==> config.mk <==
export PLATFORM = sky130hd
export DESIGN_NAME = sram_access_seq
export DESIGN_NICKNAME = d
export VERILOG_FILES = /design/src/rtl/sram_seq_pkg.sv /design/src/rtl/sram_addr_predecode.sv /design/src/rtl/sram_access_seq.sv
export SDC_FILE = /design/constraint.sdc
export NUM_CORES = 1
export LEC_CHECK = 0
export CORE_MARGIN = 2
export CORE_UTILIZATION = 26
export DETAILED_ROUTE_END_ITERATION = 7
export SLEW_MARGIN = 15
export SYNTH_ARGS = -nofsm -noshare
export SYNTH_HDL_FRONTEND = slang
export SYNTH_SLANG_ARGS = --single-unit
==> constraint.sdc <==
create_clock -name clk -period 2.25 [get_ports clk]
set_input_delay 0.45 -clock clk [delete_from_list [all_inputs] [get_ports clk]]
set_output_delay 0.45 -clock clk [all_outputs]
set_load 0.01 [all_outputs]
==> src/rtl/sram_seq_pkg.sv <==
// sram_seq_pkg: shared types and constants for the SRAM access sequencer.
// Holds the phase enum, address split widths and dwell counter width.
package sram_seq_pkg;

    typedef enum logic [2:0] {
        IDLE,
        PCH,
        ACC,
        SNS,
        ACK
    } state_t;

    localparam int ADDR_W = 7;
    localparam int DATA_W = 8;
    localparam int ROW_W  = 5;
    localparam int COL_W  = 2;
    localparam int COL_N  = 4;
    localparam int CNT_W  = 8;

    localparam logic [DATA_W-1:0] RD_OOR_VAL = 8'hFF;

    function automatic logic [COL_N-1:0] col_onehot(
        input logic [COL_W-1:0] sel
    );
        logic [COL_N-1:0] oh;
        oh      = '0;
        oh[sel] = 1'b1;
        return oh;
    endfunction

endpackage

==> src/rtl/sram_addr_predecode.sv <==
// sram_addr_predecode: splits the latched byte address into row and column.
// Row goes out true and complement; column is one-hot, forced to zero unless enabled.
module sram_addr_predecode
    import sram_seq_pkg::*;
(
    input  logic [ADDR_W-1:0] addr,
    input  logic              col_en,
    output logic [ROW_W-1:0]  row_d,
    output logic [ROW_W-1:0]  row_nd,
    output logic [COL_N-1:0]  col
);

    assign row_d  = addr[ADDR_W-1:COL_W];
    assign row_nd = ~addr[ADDR_W-1:COL_W];
    assign col    = col_en ? col_onehot(addr[COL_W-1:0]) : '0;

endmodule

==> src/rtl/sram_access_seq.sv <==
// sram_access_seq: turns a req/ack byte access into SRAM macro phase strobes.
// Define SRAM_OOR_ERR_EN to add an err output flagging out-of-range accesses.
module sram_access_seq
    import sram_seq_pkg::*;
#(
    parameter int DEPTH   = 127,
    parameter int PCH_CYC = 1,
    parameter int ACC_CYC = 2
) (
    input  logic              clk,
    input  logic              rst,
    input  logic              req,
    input  logic              we,
    input  logic [ADDR_W-1:0] addr,
    input  logic [DATA_W-1:0] wdata,
    output logic              ack,
    output logic [DATA_W-1:0] rdata,
    output logic              n_pch,
    output logic              n_wl_pch,
    output logic              wl_ena,
    output logic [ROW_W-1:0]  row_d,
    output logic [ROW_W-1:0]  row_nd,
    output logic [COL_N-1:0]  col,
    output logic              wr,
    output logic              oe,
    output logic              n_oe,
    output logic [DATA_W-1:0] db_out,
    output logic              db_drv,
`ifdef SRAM_OOR_ERR_EN
    output logic              err,
`endif
    input  logic [DATA_W-1:0] db_in
);

    localparam int AW1 = ADDR_W + 1;

    localparam logic [CNT_W-1:0] PCH_LD  = CNT_W'(PCH_CYC - 1);
    localparam logic [CNT_W-1:0] ACC_LD  = CNT_W'(ACC_CYC - 1);
    localparam logic [CNT_W-1:0] CNT_ONE = CNT_W'(1);
    localparam logic [AW1-1:0]   DEPTH_V = AW1'(DEPTH);

    state_t              state;
    state_t              state_nx;
    logic [CNT_W-1:0]    cnt;
    logic [CNT_W-1:0]    cnt_nx;
    logic                accept;
    logic                col_en;
    logic                addr_ok;

    logic [ADDR_W-1:0]   addr_q;
    logic                we_q;
    logic [DATA_W-1:0]   wdata_q;
    logic [DATA_W-1:0]   rdata_q;

    assign addr_ok = {1'b0, addr} < DEPTH_V;

    // Phase state and the shared PCH/ACC dwell counter.
    always_ff @(posedge clk) begin
        if (rst) begin
            state <= IDLE;
            cnt   <= '0;
        end else begin
            state <= state_nx;
            cnt   <= cnt_nx;
        end
    end

    // Phase sequencing and per-phase macro strobes.
    always_comb begin
        state_nx = state;
        cnt_nx   = cnt;
        accept   = 1'b0;
        ack      = 1'b0;
        n_pch    = 1'b1;
        n_wl_pch = 1'b1;
        wl_ena   = 1'b0;
        col_en   = 1'b0;
        wr       = 1'b0;
        oe       = 1'b0;
        db_drv   = 1'b0;
        db_out   = '0;
        unique case (state)
            IDLE: begin
                if (req) begin
                    accept = 1'b1;
                    if (addr_ok) begin
                        state_nx = PCH;
                        cnt_nx   = PCH_LD;
                    end else begin
                        state_nx = ACK;
                    end
                end
            end
            PCH: begin
                n_pch    = 1'b0;
                n_wl_pch = 1'b0;
                if (cnt == '0) begin
                    state_nx = ACC;
                    cnt_nx   = ACC_LD;
                end else begin
                    cnt_nx = cnt - CNT_ONE;
                end
            end
            ACC: begin
                wl_ena = 1'b1;
                col_en = 1'b1;
                wr     = we_q;
                db_drv = we_q;
                db_out = we_q ? wdata_q : '0;
                if (cnt == '0) begin
                    state_nx = we_q ? ACK : SNS;
                end else begin
                    cnt_nx = cnt - CNT_ONE;
                end
            end
            SNS: begin
                wl_ena   = 1'b1;
                col_en   = 1'b1;
                oe       = 1'b1;
                state_nx = ACK;
            end
            ACK: begin
                ack      = 1'b1;
                state_nx = IDLE;
            end
            default: begin
                state_nx = IDLE;
            end
        endcase
    end

    // Request latch at acceptance and read data capture.
    always_ff @(posedge clk) begin
        if (rst) begin
            addr_q  <= '0;
            we_q    <= 1'b0;
            wdata_q <= '0;
            rdata_q <= '0;
        end else begin
            if (accept) begin
                addr_q  <= addr;
                we_q    <= we;
                wdata_q <= wdata;
                if (!addr_ok && !we) begin
                    rdata_q <= RD_OOR_VAL;
                end
            end
            if (state == SNS) begin
                rdata_q <= db_in;
            end
        end
    end

`ifdef SRAM_OOR_ERR_EN
    logic oor_q;

    // Remembers that the access in flight missed the array.
    always_ff @(posedge clk) begin
        if (rst) begin
            oor_q <= 1'b0;
        end else if (accept) begin
            oor_q <= !addr_ok;
        end
    end

    assign err = (state == ACK) && oor_q;
`endif

    assign rdata = rdata_q;
    assign n_oe  = ~oe;

    sram_addr_predecode u_predecode (
        .addr   (addr_q),
        .col_en (col_en),
        .row_d  (row_d),
        .row_nd (row_nd),
        .col    (col)
    );

endmodule
run_1/layer_met3.png
Drawn at 6 px/um.
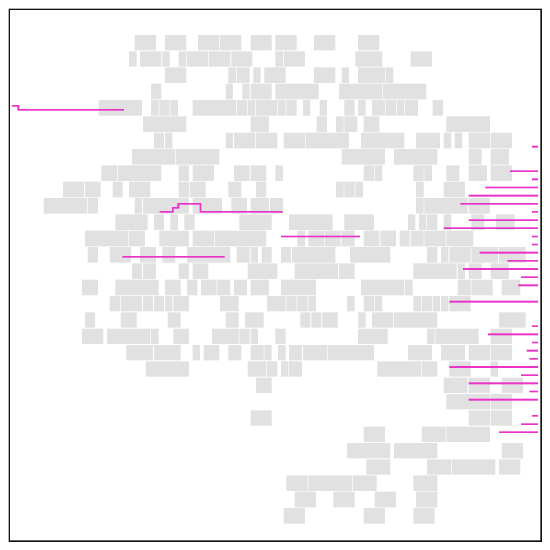
wire length on this layer: 247 um
share of all routed wire: 5.3%
M3 GR Usage: 3.82%
Vias: 1,707
drt total wl: 4.68 mm

run_1/io_placement.png
Drawn at 4 px/um. Pins as bars across the die edge, other pins in grey.
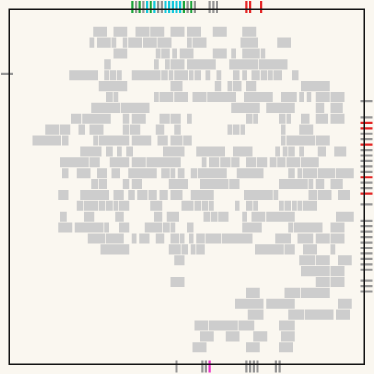
| colour | port | pins | direction | edge |
|---|---|---|---|---|
| red | db_out | 8 | output | 5 right, 3 top |
| magenta | ack | 1 | output | bottom |
| cyan | addr | 7 | input | top |
| green | row_nd | 5 | output | top |
all pins by edge: 30 right, 24 top, 10 bottom, 1 left
Die H: 88.4 um
Die Wd: 88.4 um
count of input and output buffers: 64

==> flow_metrics.env, run 1 <==
# flow metrics
export IMPL_relSlewSlack_pct=32.0
export IMPL_dr_wl_met2_mm=2.10
export IMPL_logic_area_um2=1010
export IMPL_via_per_inst=4.49
export IMPL_num_antenna_cells=0
export IMPL_combinationalPower_mw=1.42
export IMPL_power_frac_comb_pct=51.4
export IMPL_syn_area_per_cell_um2=8.49
export IMPL_slowest_stage="clkdlybuf4s50_1"
export IMPL_endpoint="db_out[5]"
export IMPL_seqPwrFrac_pct=32.4
export IMPL_cts_buffer_depth=2
export IMPL_finalInstanceArea_um2=2710
export IMPL_hold_path_end="wdata_q[6]$_SDFFE_PP0P_"
export IMPL_post_drt_wl_per_cell_um=12.3
export IMPL_crit_start="state[2]$_SDFFE_PP0P_"
export IMPL_cts_tree="done"
export IMPL_synth_top_area_share_pct=37.8
export IMPL_sh_comb_area_pct=37.2
export IMPL_swShare_pct=39.5
export IMPL_clock_fmax_ghz=0.459
export IMPL_clock_sinks=35
export IMPL_common_cells="nand2_1, dfxtp_1, a21oi_1"
export IMPL_status="complete, no violations"
export IMPL_utilization_pct=39.6
export IMPL_synth_area_um2=1850
export IMPL_finalPower_mw=2.76
export IMPL_finalClockPeriodUsage_pct=96.9
export IMPL_worstSetupPathType="flip-flop to primary output"
export IMPL_leakagePower_nw=1.13
export IMPL_crit_path_end_kind="primary output"
export IMPL_fill_cells=716
export IMPL_design_seq_count=35
export IMPL_final_common_cell="clkdlybuf4s50_1"
export IMPL_rows=30
export IMPL_timing_rr_start="cnt[1]$_SDFFE_PP0P_"
export IMPL_p_switching_mw=1.09
export IMPL_drt_met1_wl_mm=2.31
export IMPL_crit_required_ns=1.80
export IMPL_cts_htree_levels=2
export IMPL_dp_cells=371
export IMPL_syn_inst=218
export IMPL_slew_violations=0
export IMPL_power_frac_clock_pct=16.2
export IMPL_critPathLaunchType="flip-flop"
export IMPL_powerDensity_nw_per_um2=1020
export IMPL_powerClk_mw=0.447
export IMPL_ys_top_logic_family="simple AND/OR/NAND/NOR gates"
export IMPL_drive_above_1_share_pct=14.4
export IMPL_fin_cells=380
export IMPL_grt_use_met1_pct=16.3
export IMPL_asyncSetResetFlopFracSynth_pct=0
export IMPL_grt_pass1_wl_mm=7.25
export IMPL_place_congestion=0.744
export IMPL_power_top_group="combinational logic"
export IMPL_syn_to_final_growth_pct=46.1
export IMPL_path_buffers=1
export IMPL_crit_chain="nand2b_1 -> nor3b_4 -> and2_1 -> clkdlybuf4s50_1"
export IMPL_cts_resized=5
export IMPL_critPathMaxStageDelay_ns=0.53
export IMPL_top_area_cell="dfxtp_1"
export IMPL_adder_share_pct=1.35
export IMPL_synthMuxAreaShare_pct=3.78
export IMPL_ys_cells=218
export IMPL_grt_max_degree=20
export IMPL_worstHoldStart="wdata_q[6]$_SDFFE_PP0P_"
run_1/detail.png
Window x 38 to 88, y 38 to 88 um. Cells in grey, sequential cells in the stronger grey; small squares are vias.
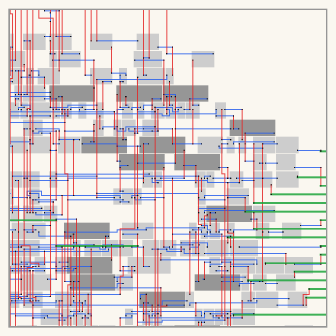
| colour | layer |
|---|---|
| green | metal 3 |
| blue | metal 1 |
| red | metal 2 |
netlist names of flops here include: wdata_q (7), addr_q (3), state (3)
most frequent: nand2_1 (29), clkdlybuf4s50_1 (23), dfxtp_1 (14)
sequential cells in the window: 14
cells with their middle in the window: 135

--- run 2 (diff from run 1) ---
CORE_ASPECT_RATIO = 0.5   (was default)
CTS_CLUSTER_SIZE = 25   (was default)
run_2/metal_density.png
Drawn at 3 px/um. The die is cut into 25 by 13 equal tiles; dark purple is low, yellow is high, scaled to the fullest tile. Values are wire area over tile area, all layers added.
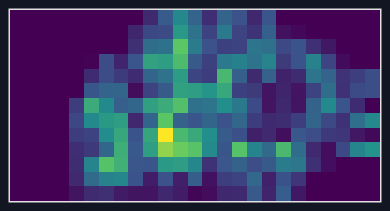
mean over tiles: 0.098
fullest tile: 0.48
densest ninth of the die: centre
drt wl/cell: 12.9 um
drt total wl: 4.86 mm
GR Util All Layers: 12.7%

==> flow_metrics.env, run 2 <==
# flow metrics
export IMPL_status="complete, no violations"
export IMPL_place_congestion=0.803
export IMPL_drt_met1_wl_mm=2.17
export IMPL_top_area_cell="dfxtp_1"
export IMPL_final_common_cell="clkdlybuf4s50_1"
export IMPL_dp_cells=366
export IMPL_powerClk_mw=0.804
export IMPL_grt_pass1_wl_mm=7.91
export IMPL_power_frac_comb_pct=45.3
export IMPL_finalInstanceArea_um2=2790
export IMPL_synth_top_area_share_pct=37.8
export IMPL_combinationalPower_mw=1.42
export IMPL_swShare_pct=35.9
export IMPL_met3_usage_pct=2.99
export IMPL_clock_sinks=35
export IMPL_logic_area_um2=1010
export IMPL_relSlewSlack_pct=61.1
export IMPL_dr_wl_met2_mm=2.37
export IMPL_power_frac_clock_pct=25.7
export IMPL_port_buffers=64
export IMPL_power_top_group="combinational logic"
export IMPL_critPathLaunchType="flip-flop"
export IMPL_timing_rr_start="cnt[0]$_SDFFE_PP0P_"
export IMPL_slowest_stage="clkdlybuf4s50_1"
export IMPL_syn_inst=218
export IMPL_common_cells="nand2_1, dfxtp_1, a21oi_1"
export IMPL_ys_top_logic_family="simple AND/OR/NAND/NOR gates"
export IMPL_fill_cells=655
export IMPL_num_antenna_cells=0
export IMPL_clock_fmax_ghz=0.477
export IMPL_powerDensity_nw_per_um2=1120
export IMPL_synth_area_um2=1850
export IMPL_leakagePower_nw=1.11
export IMPL_cts_htree_levels=2
export IMPL_syn_to_final_growth_pct=50.4
export IMPL_worstHoldStart="wdata_q[3]$_SDFFE_PP0P_"
export IMPL_crit_required_ns=1.80
export IMPL_finalClockPeriodUsage_pct=93.3
export IMPL_grt_use_met1_pct=16.1
export IMPL_cts_buffer_depth=2
export IMPL_adder_share_pct=1.35
export IMPL_slew_violations=0
export IMPL_cts_resized=15
export IMPL_cts_tree="done"
export IMPL_seqPwrFrac_pct=29.0
export IMPL_crit_start="state[0]$_SDFFE_PP0P_"
export IMPL_crit_chain="buf_4 -> nor2_2 -> and2_1 -> clkdlybuf4s50_1"
export IMPL_synthMuxAreaShare_pct=3.78
export IMPL_crit_path_end_kind="primary output"
export IMPL_utilization_pct=41.1
run_2/io_placement.png
Drawn at 4 px/um. Pins as bars across the die edge, other pins in grey.
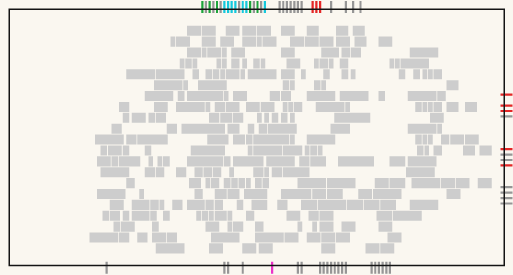
| colour | port | pins | direction | edge |
|---|---|---|---|---|
| magenta | ack | 1 | output | bottom |
| cyan | addr | 7 | input | top |
| green | row_nd | 5 | output | top |
| red | db_out | 8 | output | 5 right, 3 top |
Die H: 63.7 um
Die Wd: 123 um

--- run 3 (diff from run 2) ---
clock period = 2 ns   (was 2.25 ns; I/O delays follow)
run_3/io_placement.png
Drawn at 4 px/um. Pins as bars across the die edge, other pins in grey.
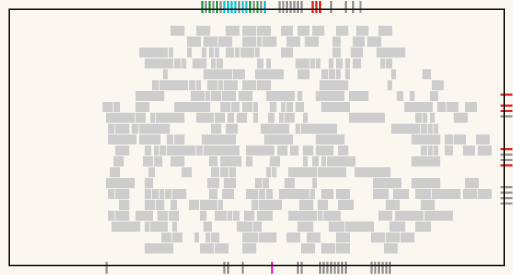
| colour | port | pins | direction | edge |
|---|---|---|---|---|
| cyan | addr | 7 | input | top |
| red | db_out | 8 | output | 5 right, 3 top |
| magenta | ack | 1 | output | bottom |
| green | row_nd | 5 | output | top |

==> flow_metrics.env, run 3 <==
# flow metrics
export IMPL_status="complete, no violations"
export IMPL_syn_inst=218
export IMPL_chipHeight_um=63.7
export IMPL_rows=21
export IMPL_ys_top_logic_family="simple AND/OR/NAND/NOR gates"
export IMPL_routed_top_layer="met4"
export IMPL_ys_sh_aoi_pct=18.7
export IMPL_dieWidth_um=123
export IMPL_slew_violations=0
export IMPL_crit_path_end_kind="primary output"
export IMPL_drive_above_1_share_pct=16.7
export IMPL_p_switching_mw=1.25
export IMPL_endpoint="wl_ena"
export IMPL_critPathMaxStageDelay_ns=0.53
export IMPL_fin_cells=380
export IMPL_syn_to_final_growth_pct=50.9
export IMPL_finalInstanceArea_um2=2800
export IMPL_crit_chain="nand2b_1 -> buf_4 -> inv_2 -> clkdlybuf4s50_1"
export IMPL_logic_area_um2=1020
export IMPL_synthMuxAreaShare_pct=3.78
export IMPL_syn_area_per_cell_um2=8.49
export IMPL_slowest_stage="clkdlybuf4s50_1"
export IMPL_vias=1750
export IMPL_cts_resized=18
export IMPL_adder_share_pct=1.35
export IMPL_yosysWarnings=0
export IMPL_finalClockPeriodUsage_pct=95.2
export IMPL_common_cells="nand2_1, dfxtp_1, a21oi_1"
export IMPL_critPathLaunchType="flip-flop"
export IMPL_biggestCellCategory="multi-input combinational cells"
export IMPL_dr_wl_met2_mm=2.37
export IMPL_dp_cells=373
export IMPL_drt_met1_wl_mm=2.24
export IMPL_powerClk_mw=0.747
export IMPL_met3_usage_pct=3.89
export IMPL_timing_rr_start="cnt[1]$_SDFFE_PP0P_"
export IMPL_clock_sinks=35
export IMPL_dp_final_hpwl_mm=3.69
export IMPL_power_frac_comb_pct=48.5
export IMPL_via_per_inst=4.61
export IMPL_ys_cells=218
export IMPL_crit_start="state[2]$_SDFFE_PP0P_"
export IMPL_seqPwrFrac_pct=29.6
export IMPL_swShare_pct=36.5
export IMPL_hold_path_end="wdata_q[2]$_SDFFE_PP0P_"
export IMPL_ys_ff=35
export IMPL_clock_fmax_ghz=0.525
export IMPL_crit_required_ns=1.60
export IMPL_post_drt_wl_per_cell_um=12.7
export IMPL_synthXorXnorAreaFrac_pct=0.473
export IMPL_crit_family="buffers and inverters"
export IMPL_fill_cells=680
export IMPL_power_top_group="combinational logic"
export IMPL_cts_tree="done"
export IMPL_path_buffers=3
export IMPL_wl_mm=4.84
export IMPL_worstHoldStart="wdata_q[2]$_SDFFE_PP0P_"
export IMPL_powerDensity_nw_per_um2=1220
export IMPL_top_area_cell="dfxtp_1"
export IMPL_num_antenna_cells=0
export IMPL_sh_comb_area_pct=36.5
export IMPL_synth_top_area_share_pct=37.8
export IMPL_power_frac_clock_pct=21.9
export IMPL_grt_max_degree=17
export IMPL_port_buffers=64
export IMPL_leakagePower_nw=1.14
export IMPL_grt_usage_pct=12.7
export IMPL_cts_buffer_depth=2
export IMPL_relSlewSlack_pct=58.7
export IMPL_cts_htree_levels=2
export IMPL_synth_area_um2=1850
export IMPL_final_common_cell="clkdlybuf4s50_1"
export IMPL_fin_ws_ns=0.0965
export IMPL_combinationalPower_mw=1.66
export IMPL_place_congestion=0.828
export IMPL_grt_use_met1_pct=16.0
export IMPL_worstSetupPathType="flip-flop to primary output"
run_3/placement_by_type.png
Drawn at 6 px/um.
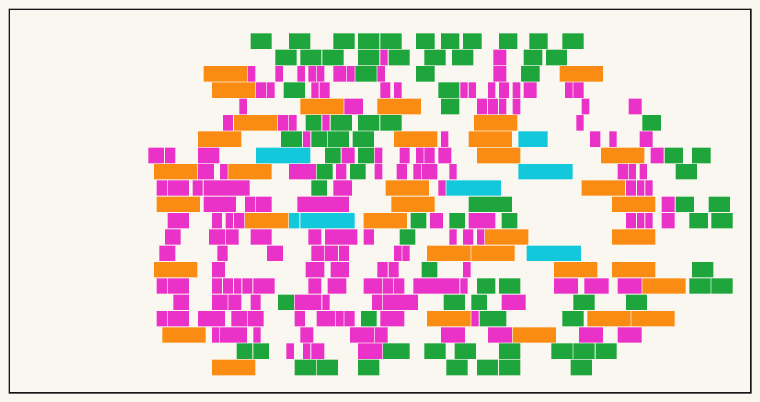
| colour | class | cells | share of their area |
|---|---|---|---|
| green | other buffers and delay cells | 82 | 29% |
| cyan | clock drivers and dummy loads | 7 | 5.4% |
| magenta | combinational and other logic | 164 | 40% |
| orange | flops | 35 | 26% |
core region area: 6780 um^2
Util after Layout: 41.2%
sequential share of cell area: 25.1%

